$ cat src/rtl/uart_rx_ring_pkg.sv
// Shared constants for the UART receive-to-ring block: memory access widths,
// register indices, CFG bit positions and the receiver state encoding.
package uart_rx_ring_pkg;

    localparam logic [1:0] MEM_ACC_8  = 2'b00;
    localparam logic [1:0] MEM_ACC_16 = 2'b01;
    localparam logic [1:0] MEM_ACC_32 = 2'b10;

    localparam logic [2:0] REG_CFG        = 3'd0;
    localparam logic [2:0] REG_DIV        = 3'd1;
    localparam logic [2:0] REG_BUF_START  = 3'd2;
    localparam logic [2:0] REG_BUF_END    = 3'd3;
    localparam logic [2:0] REG_WR_PTR     = 3'd4;
    localparam logic [2:0] REG_RD_PTR     = 3'd5;
    localparam logic [2:0] REG_IRQ_THRESH = 3'd6;

    localparam int CFG_EN         = 0;
    localparam int CFG_PAR_LSB    = 1;
    localparam int CFG_DBITS_LSB  = 4;
    localparam int CFG_IRQ_EN     = 8;
    localparam int CFG_OVERRUN    = 16;
    localparam int CFG_FRAME_ERR  = 17;
    localparam int CFG_PARITY_ERR = 18;
    localparam int CFG_EMPTY      = 19;
    localparam int CFG_FULL       = 20;

    localparam logic [1:0] PAR_NONE = 2'b00;
    localparam logic [1:0] PAR_EVEN = 2'b01;
    localparam logic [1:0] PAR_ODD  = 2'b10;

    typedef enum logic [2:0] {
        ST_IDLE,
        ST_START,
        ST_DATA,
        ST_PARITY,
        ST_STOP
    } rx_state_e;

endpackage

$ cat src/rtl/uart_rx_ring_baudgen.sv
// Baud tick generator: down-counter reloaded from the divisor, tick while at zero.
// Latency: tick every DIV+1 cycles (every cycle when DIV=0); no backpressure.
module uart_baudgen #(
    parameter int DIV_WIDTH = 16
) (
    input  logic                 clk,
    input  logic                 rst,
    input  logic [DIV_WIDTH-1:0] div_i,
    output logic                 tick_o
);

    logic [DIV_WIDTH-1:0] cnt_q, cnt_d;

    always_comb begin
        cnt_d = (cnt_q == '0) ? div_i : cnt_q - 1'b1;
    end

    always_ff @(posedge clk or negedge rst) begin
        if (!rst) begin
            cnt_q <= '0;
        end else begin
            cnt_q <= cnt_d;
        end
    end

    assign tick_o = (cnt_q == '0);

endmodule

$ cat src/rtl/uart_rx_ring.sv
// UART receiver writing good bytes into a memory ring through a one-byte hold register.
// Latency: byte stored two cycles after the stop sample; mem_req held until mem_ready, ring full stalls the hold.
module uart_rx_ring
    import uart_rx_ring_pkg::*;
#(
    parameter int M_WIDTH    = 32,
    parameter int OVERSAMPLE = 16,
    parameter int DIV_WIDTH  = 16
) (
    input  logic               clk,
    input  logic               rst,
    input  logic               reg_req,
    input  logic               reg_we,
    input  logic [2:0]         reg_select,
    input  logic [M_WIDTH-1:0] reg_data_in,
    output logic [M_WIDTH-1:0] reg_data_out,
    output logic               reg_ready,
    input  logic               mem_ready,
    output logic               mem_req,
    output logic [M_WIDTH-1:0] mem_addr,
    output logic [1:0]         mem_width,
    output logic [M_WIDTH-1:0] mem_data_out,
    input  logic               rx,
    output logic               irq
);

    localparam int TW = $clog2(OVERSAMPLE);
    localparam logic [TW-1:0] T_HALF = TW'(OVERSAMPLE / 2 - 1);
    localparam logic [TW-1:0] T_FULL = TW'(OVERSAMPLE - 1);

    logic                 en_q, en_d, irq_en_q, irq_en_d;
    logic [1:0]           par_q, par_d, dbits_q, dbits_d;
    logic                 ovr_q, ovr_d, ferr_q, ferr_d, perr_q, perr_d;
    logic [DIV_WIDTH-1:0] div_q, div_d;
    logic [M_WIDTH-1:0]   buf_start_q, buf_start_d, buf_end_q, buf_end_d;
    logic [M_WIDTH-1:0]   wr_ptr_q, wr_ptr_d, rd_ptr_q, rd_ptr_d, thresh_q, thresh_d;
    logic [M_WIDTH-1:0]   rdata_q, rdata_d, addr_q, addr_d;
    logic                 rready_q, irq_q, irq_d, req_q, req_d;
    logic                 rx_s1_q, rx_s2_q;
    rx_state_e            state_q, state_d;
    logic [TW-1:0]        tcnt_q, tcnt_d;
    logic [2:0]           bcnt_q, bcnt_d;
    logic [7:0]           shift_q, shift_d, hold_dat_q, hold_dat_d;
    logic                 bad_q, bad_d, hold_vld_q, hold_vld_d;

    logic               tick, rx_good, rx_ferr, rx_perr;
    logic               wr_en, accept, hold_busy, ring_ok, full, empty;
    logic [M_WIDTH-1:0] wr_inc, wr_next, ring_size, count, cfg_rd;
    logic [2:0]         last_bit;

    uart_baudgen #(.DIV_WIDTH(DIV_WIDTH)) u_baudgen (
        .clk    (clk),
        .rst    (rst),
        .div_i  (div_q),
        .tick_o (tick)
    );

    assign last_bit = {1'b0, dbits_q} + 3'd4;

    always_comb begin
        state_d = state_q;
        tcnt_d  = tcnt_q;
        bcnt_d  = bcnt_q;
        shift_d = shift_q;
        bad_d   = bad_q;
        rx_good = 1'b0;
        rx_ferr = 1'b0;
        rx_perr = 1'b0;
        case (state_q)
            ST_IDLE: begin
                if (en_q && !rx_s2_q) begin
                    state_d = ST_START;
                    tcnt_d  = '0;
                    bcnt_d  = '0;
                    shift_d = '0;
                    bad_d   = 1'b0;
                end
            end
            ST_START: begin
                if (tick) begin
                    if (tcnt_q == T_HALF) begin
                        tcnt_d  = '0;
                        state_d = rx_s2_q ? ST_IDLE : ST_DATA;
                    end else begin
                        tcnt_d = tcnt_q + 1'b1;
                    end
                end
            end
            ST_DATA: begin
                if (tick) begin
                    if (tcnt_q == T_FULL) begin
                        tcnt_d          = '0;
                        shift_d[bcnt_q] = rx_s2_q;
                        bcnt_d          = bcnt_q + 3'd1;
                        if (bcnt_q == last_bit) begin
                            state_d = (par_q == PAR_NONE) ? ST_STOP : ST_PARITY;
                        end
                    end else begin
                        tcnt_d = tcnt_q + 1'b1;
                    end
                end
            end
            ST_PARITY: begin
                if (tick) begin
                    if (tcnt_q == T_FULL) begin
                        tcnt_d  = '0;
                        state_d = ST_STOP;
                        // Data bits above the frame width are zero, so a full-byte XOR is exact.
                        if ((^shift_q ^ rx_s2_q) != (par_q == PAR_ODD)) begin
                            bad_d   = 1'b1;
                            rx_perr = 1'b1;
                        end
                    end else begin
                        tcnt_d = tcnt_q + 1'b1;
                    end
                end
            end
            ST_STOP: begin
                if (tick) begin
                    if (tcnt_q == T_FULL) begin
                        tcnt_d  = '0;
                        state_d = ST_IDLE;
                        if (!rx_s2_q) begin
                            rx_ferr = 1'b1;
                        end else if (!bad_q) begin
                            rx_good = 1'b1;
                        end
                    end else begin
                        tcnt_d = tcnt_q + 1'b1;
                    end
                end
            end
            default: state_d = ST_IDLE;
        endcase
        if (!en_q) begin
            state_d = ST_IDLE;
        end
    end

    // A zero-size ring (END <= START, e.g. after reset) accepts nothing and reports neither full nor empty.
    assign ring_ok   = (buf_end_q > buf_start_q);
    assign wr_inc    = wr_ptr_q + 1'b1;
    assign wr_next   = (wr_inc == buf_end_q) ? buf_start_q : wr_inc;
    assign full      = ring_ok && (wr_next == rd_ptr_q);
    assign empty     = ring_ok && (wr_ptr_q == rd_ptr_q);
    assign ring_size = buf_end_q - buf_start_q;
    assign count     = (wr_ptr_q >= rd_ptr_q) ? (wr_ptr_q - rd_ptr_q)
                                              : (wr_ptr_q - rd_ptr_q + ring_size);
    assign accept    = req_q && mem_ready;
    assign hold_busy = hold_vld_q && !accept;
    assign wr_en     = reg_req && reg_we;

    always_comb begin
        cfg_rd                         = '0;
        cfg_rd[CFG_EN]                 = en_q;
        cfg_rd[CFG_PAR_LSB +: 2]       = par_q;
        cfg_rd[CFG_DBITS_LSB +: 2]     = dbits_q;
        cfg_rd[CFG_IRQ_EN]             = irq_en_q;
        cfg_rd[CFG_OVERRUN]            = ovr_q;
        cfg_rd[CFG_FRAME_ERR]          = ferr_q;
        cfg_rd[CFG_PARITY_ERR]         = perr_q;
        cfg_rd[CFG_EMPTY]              = empty;
        cfg_rd[CFG_FULL]               = full;
    end

    always_comb begin
        en_d        = en_q;
        par_d       = par_q;
        dbits_d     = dbits_q;
        irq_en_d    = irq_en_q;
        div_d       = div_q;
        buf_start_d = buf_start_q;
        buf_end_d   = buf_end_q;
        thresh_d    = thresh_q;
        wr_ptr_d    = accept ? wr_next : wr_ptr_q;
        rd_ptr_d    = rd_ptr_q;
        ovr_d       = ovr_q;
        ferr_d      = ferr_q;
        perr_d      = perr_q;
        if (wr_en) begin
            case (reg_select)
                REG_CFG: begin
                    en_d     = reg_data_in[CFG_EN];
                    par_d    = reg_data_in[CFG_PAR_LSB +: 2];
                    dbits_d  = reg_data_in[CFG_DBITS_LSB +: 2];
                    irq_en_d = reg_data_in[CFG_IRQ_EN];
                    ovr_d    = ovr_q  & ~reg_data_in[CFG_OVERRUN];
                    ferr_d   = ferr_q & ~reg_data_in[CFG_FRAME_ERR];
                    perr_d   = perr_q & ~reg_data_in[CFG_PARITY_ERR];
                end
                REG_DIV:        div_d     = reg_data_in[DIV_WIDTH-1:0];
                REG_BUF_START: begin
                    buf_start_d = reg_data_in;
                    wr_ptr_d    = reg_data_in;
                    rd_ptr_d    = reg_data_in;
                end
                REG_BUF_END:    buf_end_d = reg_data_in;
                REG_RD_PTR:     rd_ptr_d  = reg_data_in;
                REG_IRQ_THRESH: thresh_d  = reg_data_in;
                default: ;
            endcase
        end
        // Hardware set is applied after the W1C clear so a simultaneous event is never lost.
        ovr_d  = ovr_d  | (rx_good && hold_busy);
        ferr_d = ferr_d | rx_ferr;
        perr_d = perr_d | rx_perr;

        hold_dat_d = hold_dat_q;
        hold_vld_d = hold_vld_q && !accept;
        if (rx_good && !hold_busy) begin
            hold_vld_d = 1'b1;
            hold_dat_d = shift_q;
        end

        req_d  = req_q && !accept;
        addr_d = addr_q;
        if (!req_q && hold_vld_q && ring_ok && !full) begin
            req_d  = 1'b1;
            addr_d = wr_ptr_q;
        end

        case (reg_select)
            REG_CFG:        rdata_d = cfg_rd;
            REG_DIV:        rdata_d = M_WIDTH'(div_q);
            REG_BUF_START:  rdata_d = buf_start_q;
            REG_BUF_END:    rdata_d = buf_end_q;
            REG_WR_PTR:     rdata_d = wr_ptr_q;
            REG_RD_PTR:     rdata_d = rd_ptr_q;
            REG_IRQ_THRESH: rdata_d = thresh_q;
            default:        rdata_d = '0;
        endcase
        if (!reg_req) begin
            rdata_d = rdata_q;
        end

        irq_d = irq_en_q && (((thresh_q != '0) && (count >= thresh_q)) || ovr_q || ferr_q || perr_q);
    end

    always_ff @(posedge clk or negedge rst) begin
        if (!rst) begin
            en_q        <= 1'b0;
            par_q       <= '0;
            dbits_q     <= '0;
            irq_en_q    <= 1'b0;
            ovr_q       <= 1'b0;
            ferr_q      <= 1'b0;
            perr_q      <= 1'b0;
            div_q       <= '0;
            buf_start_q <= '0;
            buf_end_q   <= '0;
            wr_ptr_q    <= '0;
            rd_ptr_q    <= '0;
            thresh_q    <= '0;
            rdata_q     <= '0;
            rready_q    <= 1'b0;
            irq_q       <= 1'b0;
            req_q       <= 1'b0;
            addr_q      <= '0;
            // Synchronizer resets to the idle line level so no start bit is seen on release.
            rx_s1_q     <= 1'b1;
            rx_s2_q     <= 1'b1;
            state_q     <= ST_IDLE;
            tcnt_q      <= '0;
            bcnt_q      <= '0;
            shift_q     <= '0;
            bad_q       <= 1'b0;
            hold_vld_q  <= 1'b0;
            hold_dat_q  <= '0;
        end else begin
            en_q        <= en_d;
            par_q       <= par_d;
            dbits_q     <= dbits_d;
            irq_en_q    <= irq_en_d;
            ovr_q       <= ovr_d;
            ferr_q      <= ferr_d;
            perr_q      <= perr_d;
            div_q       <= div_d;
            buf_start_q <= buf_start_d;
            buf_end_q   <= buf_end_d;
            wr_ptr_q    <= wr_ptr_d;
            rd_ptr_q    <= rd_ptr_d;
            thresh_q    <= thresh_d;
            rdata_q     <= rdata_d;
            rready_q    <= reg_req;
            irq_q       <= irq_d;
            req_q       <= req_d;
            addr_q      <= addr_d;
            rx_s1_q     <= rx;
            rx_s2_q     <= rx_s1_q;
            state_q     <= state_d;
            tcnt_q      <= tcnt_d;
            bcnt_q      <= bcnt_d;
            shift_q     <= shift_d;
            bad_q       <= bad_d;
            hold_vld_q  <= hold_vld_d;
            hold_dat_q  <= hold_dat_d;
        end
    end

    assign reg_data_out = rdata_q;
    assign reg_ready    = rready_q;
    assign mem_req      = req_q;
    assign mem_addr     = addr_q;
    assign mem_width    = MEM_ACC_8;
    assign mem_data_out = {{(M_WIDTH-8){1'b0}}, hold_dat_q};
    assign irq          = irq_q;

endmodule

$ cat config.mk
export PLATFORM = sky130hd
export DESIGN_NAME = uart_rx_ring
export DESIGN_NICKNAME = d
export VERILOG_FILES = /design/src/rtl/uart_rx_ring_pkg.sv /design/src/rtl/uart_rx_ring_baudgen.sv /design/src/rtl/uart_rx_ring.sv
export SDC_FILE = /design/constraint.sdc
export NUM_CORES = 1
export LEC_CHECK = 0
export CORE_ASPECT_RATIO = 0.6
export CORE_UTILIZATION = 45
export CTS_BUF_LIST = sky130_fd_sc_hd__clkbuf_4 sky130_fd_sc_hd__clkbuf_8
export DETAILED_ROUTE_END_ITERATION = 8
export PLACE_DENSITY = 0.62
export SYNTH_ARGS = -nofsm -noshare
export SYNTH_HDL_FRONTEND = slang
export SYNTH_SLANG_ARGS = --single-unit
$ cat constraint.sdc
create_clock -name clk -period 20.9 [get_ports clk]
set_input_delay 5.225 -clock clk [delete_from_list [all_inputs] [get_ports clk]]
set_output_delay 5.225 -clock clk [all_outputs]
set_load 0.02 [all_outputs]
==> changes_impl.md <==
### Physical design

- RR Endpoint: irq
- Top logic family: AND-OR/OR-AND gates
- Dominant cell area share: 33.0%
- Fmax: 0.118 GHz
- Fin area: 25200 µm²
- CTS tree: built
- Status: finished with violations
- FA/HA/MAJ Cells, Area Fraction: 10.2%
- Pwr/cell area: between 150 and 200 nW/µm²
- Post-synth EDFFs: 0
- I/O Buffers: 115
- Register share after synthesis: 33.2%
- Count of cell types in the netlist: 89
- Share of cells above drive strength 1: 11.5%
- Failing checks: capacitance limit, slew limit
- XOR-XNOR Cells, Area Fraction: 6.35%
- Final setup viols: 0
- Post-synth top flop: dfrtp_1
- Flop area: ~7500 µm²
- Complex Gates by Area: just under 20%
- Non-Clock Buffer Area Fraction: between 6 and 7%
- Mux area share: 8.24%
- Crit path launch type: flip-flop
- RR Startpoint: wr_ptr_q[0]
- Comb pwr: 2.82 mW
- Non-Clock Inverter Count: ~160
- Placeable Area: 48500 µm²
- Top class by area: multi-input combinational cells
- WP data arrival: 8940 ps
- Clock sink total: 298
- IR drop worst, VDD: 0.149 mV
- Total grt overflow: 0
- Critical Path Sink: irq
- Req. time, crit path: about 21000 ps
- Final Max Slew Viols: 5
- IO Pins: ~140
- MaxCap Viol Count: 1
- # nets final: around 2800
- Number of logic gates: 1914
- Max layer used: met5
Wiring by layer:
Drawn at 1.5 px/µm.
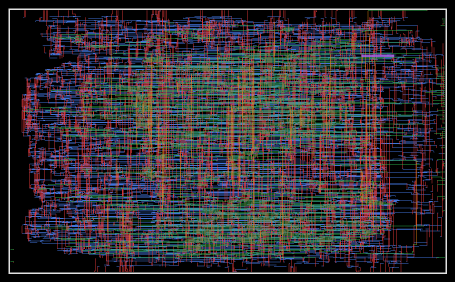
- green: met3 (wire length 17400 µm)
- red: met2 (wire length 32.3 mm)
- purple: met5 (wire length 20.2 µm)
- blue: met1 (wire length 42.8 mm)
- orange: met4 (wire length 2040 µm)

A small window of the routed layout:
Region (208, 34) to (228, 54) µm. Cells in grey, sequential cells in the stronger grey; small squares are vias.
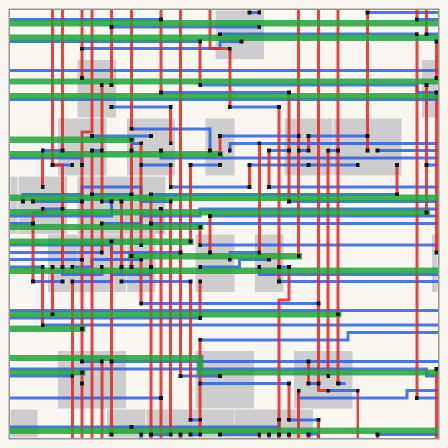
- red: met2
- blue: met1
- green: met3
- most frequent: nand4_1 (4), nand2_1 (3)
- sequential cells in the window: 0
- cells with their middle in the window: 21

Routing congestion:
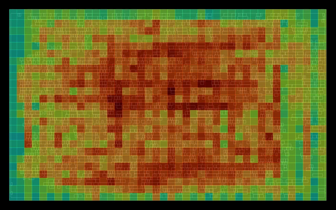
total track usage: 36.8%
met3 Track Usage GR: 19.5%
layer carrying the most global-route usage: met1

Clock wires, drivers and flops:
Drawn at 1 px/µm.
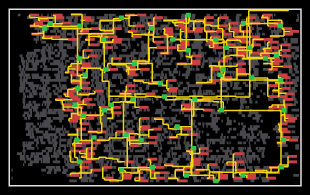
- yellow: clock wires (length 4710 µm)
- green: cells driving clock nets (count 49)
- red: flip-flops (count 298)
- routed clock nets: 50

The metal 4 layer:
Drawn at 1.5 px/µm.
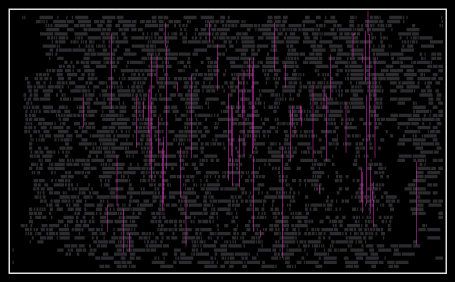
- nets with wire on the layer: 53
- longest straight run: 80.9 µm
- share of all routed wire: 2.2%
final wirelength: 94.6 mm
vias after detailed routing: 21200

Power is estimated from default activity; no workload was simulated.
